Fig. 1: run 1, port wiring
Drawn at 4 px/um.
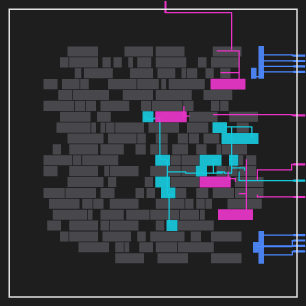
Fig. 2: run 1, close-up of the layout
Window x 44 to 64, y 44 to 64 um. Cells in gray, sequential cells in the stronger gray; small squares are vias.
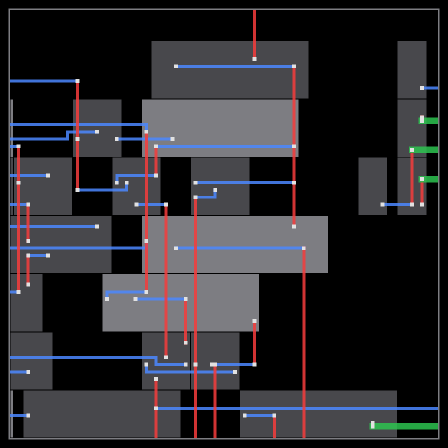
Fig. 3: run 1, wiring by layer
Drawn at 8 px/um. Only two layers are drawn.
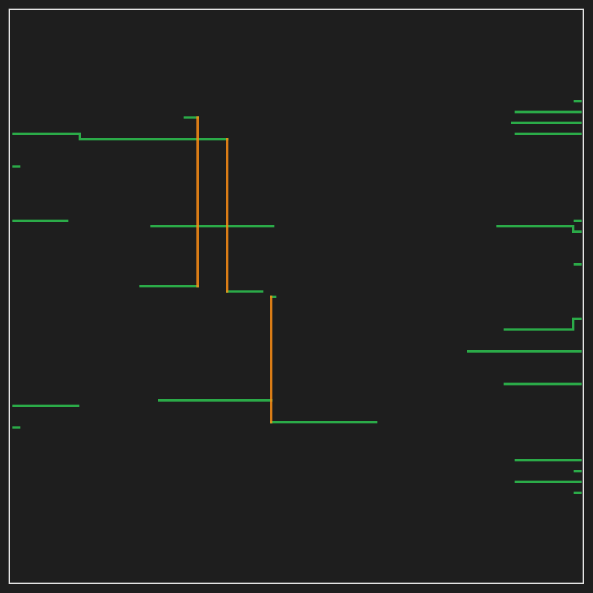
Fig. 4: run 1, metal 2
Drawn at 4 px/um.
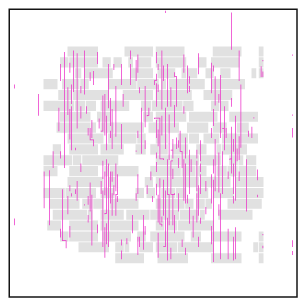
==> config.mk <==
export PLATFORM = sky130hd
export DESIGN_NAME = req_debounce_arb_4
export DESIGN_NICKNAME = d
export VERILOG_FILES = /design/src/rtl/req_debounce_arb_4.sv
export SDC_FILE = /design/constraint.sdc
export NUM_CORES = 1
export LEC_CHECK = 0
export ABC_CLOCK_PERIOD_IN_PS = 1200
export CAP_MARGIN = 5
export CORE_MARGIN = 8
export CORE_UTILIZATION = 47
export CTS_CLUSTER_SIZE = 20
export DETAILED_ROUTE_END_ITERATION = 6
export HOLD_SLACK_MARGIN = 0.15
export PLACE_DENSITY_LB_ADDON = 0.15
export SLEW_MARGIN = 15
export SYNTH_ARGS = -nofsm -noshare
export SYNTH_HDL_FRONTEND = slang
export SYNTH_SLANG_ARGS = --single-unit
==> constraint.sdc <==
create_clock -name clk -period 1.2 [get_ports clk]
set_clock_uncertainty 0.2 [all_clocks]
set_input_delay 0.3 -clock clk [delete_from_list [all_inputs] [get_ports clk]]
set_output_delay 0.3 -clock clk [all_outputs]
set_load 0.1 [all_outputs]
==> flow_metrics.tcl, run 1 <==
# implementation run metrics
set metrics [dict create \
    violations "setup timing" \
    drive_gt1_share_pct 48.4 \
    yosys.cell_types.count 23 \
    yosys_warnings 0 \
    compound_area_share_pct 7.33 \
    crit_arrival_ns 0.88 \
    gp_congestion 0.737 \
    layout_top_cell "dfxtp_1" \
    ant_nets 0 \
    route.detailed.drc 0 \
    final_layout_top_logic_cells "dfxtp_1, buf_4, nor2b_1, nand2b_1, dfxtp_2" \
    final_core_util_pct 70.8 \
    ys_sh_xor_pct 2.41 \
    cellLeakagePower_nw 0.735 \
    critPathSlowestCell "dfxtp_4" \
    yosys_register_bits 38 \
    total_power_mw 2.68 \
    synthFlopType "dfxtp_1" \
    h-tree-depth 2 \
    clk_pin_slew_ns 0.11 \
    cpPeakStageDelay_ns 0.38 \
    crit_chain "buf_12" \
    seq_area_frac_synth_pct 52.4 \
    ir_worst_vdd_uv 954 \
    setup_slack_ns -0.180 \
    r2r_cells 3 \
    synthMostInstantiatedCell "dfxtp_1" \
    setup_violations 16 \
    cp_top_family "flip-flops" \
    clockBufferDepth 2 \
    worst-path-buf-inv 1 \
    holdPathStages 3 \
    final.min_clock_period_ns 1.38 \
    ys_sh_adder_pct 6.90 \
    ys_cells 134 \
    cts_tree "done" \
    dieWidth_um 71.6 \
    syn_area_um2 1450 \
    grt_pass1_wl_um 4090 \
    fill_cells 213 \
    die_area_um2 5120 \
    worstSetupPathType "register to primary output" \
    via_per_inst 5.16 \
    grt_use_met1_pct 11.1 \
    power_density_nw_per_um2 1260 \
    ys_async_sr_fraction_pct 0 \
    period_used_pct 115 \
    hold_viol 0 \
    fp.coreArea_um2 3000 \
    largest_reg_flops 12 \
    synth-edff-count 0 \
    grt_pass1_vias 972 \
    initial_core_util_pct 48.3 \
    cts-hold-fix-buffers 0 \
    met3_usage_pct 5.30 \
    synth_area_per_cell_um2 10.8 \
    outcome "finished, violations left" \
    cp-end-kind "primary output" \
    numCtsBuffers 5 \
    rrSetupSlack_ns -0.07 \
    antenna_cells 0 \
    cts_sinks 38 \
    grt_max_degree 20 \
    warning_count 29 \
    final_cell_count_no_fill 194 \
    logic_area_um2 926 \
    clock_latency_ns 0.33 \
    ys_sh_simple_pct 20.3 \
    mux_area_share_pct 2.76 \
    topCombFamilyByArea "simple AND/OR/NAND/NOR gates" \
    yosys.area.top_type_share_pct 52.4 \
    area_delta_synth_final_pct 46.6 \
    path_max_fanout 2 \
    topCellsByArea "dfxtp_1, ha_1, nor2b_1, nand2b_1, buf_4" \
    yosys_area_um2 1450 \
    dp_hpwl_um 1580 \
    netlist_instances 134 \
    start_kind "register" \
    drt-pass1-iter-count 4 \
]
## Picture notes: Fig. 1
`drop_cnt` -> blue  # bits 8, direction output, edge right, end cells 8, buffers 0, wire 74.8 um
`d_out` -> magenta  # bits 4, direction output, edge 3 right, 1 top, end cells 4, buffers 4, wire 110 um
`ack` -> cyan  # bits 1, direction input, edge right, end cells 10, buffers 2, wire 99.5 um
I/O pin cnt: 20
Buffers on Ports: 11

## Picture notes: Fig. 2
metal 1 -> blue
metal 2 -> red
metal 3 -> green
sequential cells in the window = 3
cells with their middle in the window = 18
most frequent = conb_1 (4), buf_12 (3), buf_4 (3)

## Picture notes: Fig. 3
metal 3 -> green  # wire length 189 um
metal 4 -> orange  # wire length 55.8 um
drt wl/cell: 13.5 um
WL final: 2630 um
vias post-DR: 1001
Tot GR Track Use: 10.2%

## Picture notes: Fig. 4
wire length on this layer = 1170 um
longest straight run = 28.9 um
share of all routed wire = 44%
met2 usage: 15.6%

[run 1: cell type report]
cell class / instances / share of cell area (%)
Sequential cell: 38 / 37.2
Clock inverter: 1 / 0.235
Timing Repair Buffer: 26 / 13.4
Multi-Input combinational cell: 83 / 43.5
Clock buffer: 7 / 2.59
Tap cell: 33 / 1.94
Inverter: 6 / 1.06
[run 1: layer usage]
layer	up-vias	wire, um
met1	469	1210
met4	0	55
met2	26	1170
met5	-	0
met3	7	188
li1	499	-
[run 1: per-stage QoR]
| stage | hold WS, ns | worst slack (ns) | area (um2) |
|---|---|---|---|
| after floorplan | 0.205 | -0.0967 | 1500 |
| after global placement | 0.213 | -0.351 | 1680 |
| after detailed placement | 0.222 | -0.414 | 1680 |
| after CTS | 0.241 | -0.211 | 1940 |
| after global routing | 0.229 | -0.219 | 2130 |
| final | 0.215 | -0.180 | 2130 |
[run 1: repair_timing]
action                     4_1_cts  5_1_grt
pin swaps                       10        6
setup endpoints to repair       24       30
cloned                           0        0
buffers inserted                 4        3
gates resized                   34       28
[run 1: cells by family after synthesis]
group,after synthesis
mux,4
compound gates,14
flops,38
xor+xnor,4
other cells,1
fa+ha+maj,8
simple gates,45
buf+inv,20
[run 1: power breakdown]
| part | switching [mW] | internal, mW |
|---|---|---|
| Clock | 0.387 | 0.284 |
| Sequential | 0.0559 | 1.32 |
| Combinational | 0.381 | 0.251 |
| Total | 0.824 | 1.86 |
==> run 2, diff against run 1 <==
CORE_ASPECT_RATIO = 1.2   (was not set)
CORE_UTILIZATION = 36   (was 47)
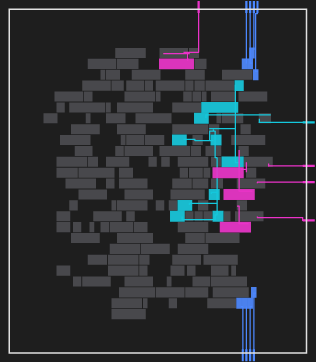
Fig. 5. Port wiring (run 2).
Drawn at 4 px/um.

==> run 2 against run 1 <==
- worst hold slack improved by 0.018 ns
- the run still ends with setup timing left
- cell area rose by 2.7%
- wire length fell by 1.6%
- combinational power rose by 3%
- total power rose by 12%
- die size rose by 24%
- register-to-register slack barely moved
- clock power rose by 42%
- area after synthesis did not move
- non-clock buffer count did not move
- core utilization fell by 15 points
- largest power group unchanged
- sequential share of layout area fell by 0.92 points
==> flow_metrics.tcl, run 2 <==
# implementation run metrics
set metrics [dict create \
    setup_violations 12 \
    yosys_register_bits 38 \
    wl_um 2590 \
    cp.required_ns 0.70 \
    yosys.cell_types.count 23 \
    globalRouteOverflowTotal 0 \
    grt_max_degree 30 \
    power_switching_share_pct 28.8 \
    period_used_pct 110 \
    grt_pass1_vias 991 \
    yosys_area_um2 1450 \
    die_h_um 85.6 \
    final.min_clock_period_ns 1.32 \
    p_switching_uw 862 \
    ys_async_sr_fraction_pct 0 \
    holdPathStages 1 \
    ys_cells 134 \
    cp_top_family "flip-flops" \
    via_count 977 \
    initial_core_util_pct 37.1 \
    critPathSlowestCell "dfxtp_2" \
    crit_chain "buf_12" \
    yosys.area.top_type_share_pct 52.4 \
    numCtsBuffers 5 \
    worst-path-buf-inv 1 \
    dp_hpwl_um 1640 \
    cp-end-kind "primary output" \
    seq_area_frac_synth_pct 52.4 \
    preCtsSetupSlack_ns -0.427 \
    cts_sinks 38 \
    netlist_instances 134 \
    outcome "finished, violations left" \
    cellLeakagePower_nw 0.751 \
    total_power_mw 3.00 \
    yosys_warnings 0 \
    routedWlPerCell_um 12.0 \
    die_area_um2 6330 \
    combPwrFrac_pct 21.7 \
    synth_area_per_cell_um2 10.8 \
    clk_pin_slew_ns 0.07 \
    crit_arrival_ns 0.82 \
    dieWidth_um 74.0 \
    cts-root-buf "clkbuf_8" \
    fp.coreArea_um2 3910 \
    topCellsByArea "dfxtp_1, ha_1, nor2b_1, nand2b_1, buf_4" \
    hold_viol 0 \
    synth-edff-count 0 \
    r2r_cells 2 \
    final_layout_top_logic_cells "dfxtp_1, dfxtp_2, buf_4, nor2b_1, nand2b_1" \
    cpPeakStageDelay_ns 0.36 \
    start_kind "register" \
    num_io_pins 20 \
    num_rows 25 \
    power_density_nw_per_um2 1370 \
    clockBufferDepth 2 \
    rrSetupSlack_ns -0.07 \
    hp-class "register to register" \
    drt-pass1-iter-count 4 \
    post-synth-top-area-cell "dfxtp_1" \
    ant_nets 0 \
    synthFlopType "dfxtp_1" \
    grt_pass1_wl_um 4280 \
    gp_congestion 0.710 \
    clockPowerShare_pct 31.9 \
    synthMostInstantiatedCell "dfxtp_1" \
    area_delta_synth_final_pct 50.5 \
    internal_power_mw 2.13 \
    drv_cap 0 \
    path_max_fanout 2 \
    antenna_cells 0 \
    clock_latency_ns 0.29 \
    io_buffers 11 \
    violations "setup timing" \
    cts_tree "done" \
    common_cells "dfxtp_1, nor2b_1, nand2b_1, nor4_1" \
    final_cell_count_no_fill 215 \
    via_per_inst 4.54 \
    h-tree-depth 2 \
    worstSetupPathType "register to primary output" \
    warning_count 29 \
    seq_power_share_pct 46.5 \
    fill_cells 335 \
    route.detailed.drc 0 \
    layout_top_cell "dfxtp_1" \
    antenna_found_initial 0 \
    setup_slack_ns -0.119 \
    ir_worst_vdd_uv 676 \
    rsz0062_at_grt "true" \
    track_usage_pct 8.83 \
    syn_area_um2 1450 \
    final_core_util_pct 55.9 \
    fin_nets 175 \
    drive_gt1_share_pct 49.1 \
    largest_reg_flops 12 \
]
[run 2: kinds of logic (layout without fill, tap and decap cells)]
family	Yosys count	count (layout)	share of synthesized area, %
flip-flops	38	38	52.4
AND/OR/NAND/NOR	45	45	20.3
adder cells (fa/ha/maj)	8	8	6.90
AND-OR/OR-AND	14	14	7.33
other	1	8	0.258
buffers and inverters	20	40	7.59
multiplexers	4	4	2.76
XOR/XNOR	4	4	2.41
[run 2: final cells by class]
class | count | area, um2 | share of cell area, %
timing repair buffer | 26 | 287 | 13.1
tap | 54 | 67.6 | 3.09
inverter | 6 | 22.5 | 1.03
sequential | 38 | 793 | 36.3
multi-input combinational | 83 | 913 | 41.8
clock buffer | 8 | 101 | 4.64
[run 2: timing repair]
action / in CTS / in global routing
buffers inserted: 6 / 1
gates resized: 31 / 29
pin swaps: 6 / 10
hold buffers: 0 / 0
setup endpoints to repair: 30 / 26
[run 2: through the flow]
step	area [um2]	hold WS, ns	setup TNS, ns
finish	2180	0.233	-0.723
global route	2180	0.257	-1.51
CTS	2010	0.229	-0.741
detailed placement	1720	0.223	-11.78
global placement	1720	0.213	-11.01
floorplan	1500	0.205	-0.0967
[run 2: power groups by stage]
stage | registers [mW] | logic, mW | clock network, mW
6_report | 1.39 | 0.649 | 0.955
3_5_place_dp | 1.40 | 0.550 | 0
2_1_floorplan | 1.51 | 0.274 | 0
3_3_place_gp | 1.40 | 0.547 | 0
4_1_cts | 1.38 | 0.577 | 1.01
5_1_grt | 1.40 | 0.688 | 1.07
[run 2: routing by layer]
layer | GRT usage [%] | share of wire [%] | up-vias
li1 | - | - | 496
met1 | 9.10 | 42 | 462
met2 | 14.3 | 52 | 15
met3 | 4.43 | 4.4 | 4
met4 | 4.37 | 1.5 | 0
met5 | 0 | 0 | -
No activity file was given, so power comes from the tool's default toggle rates.
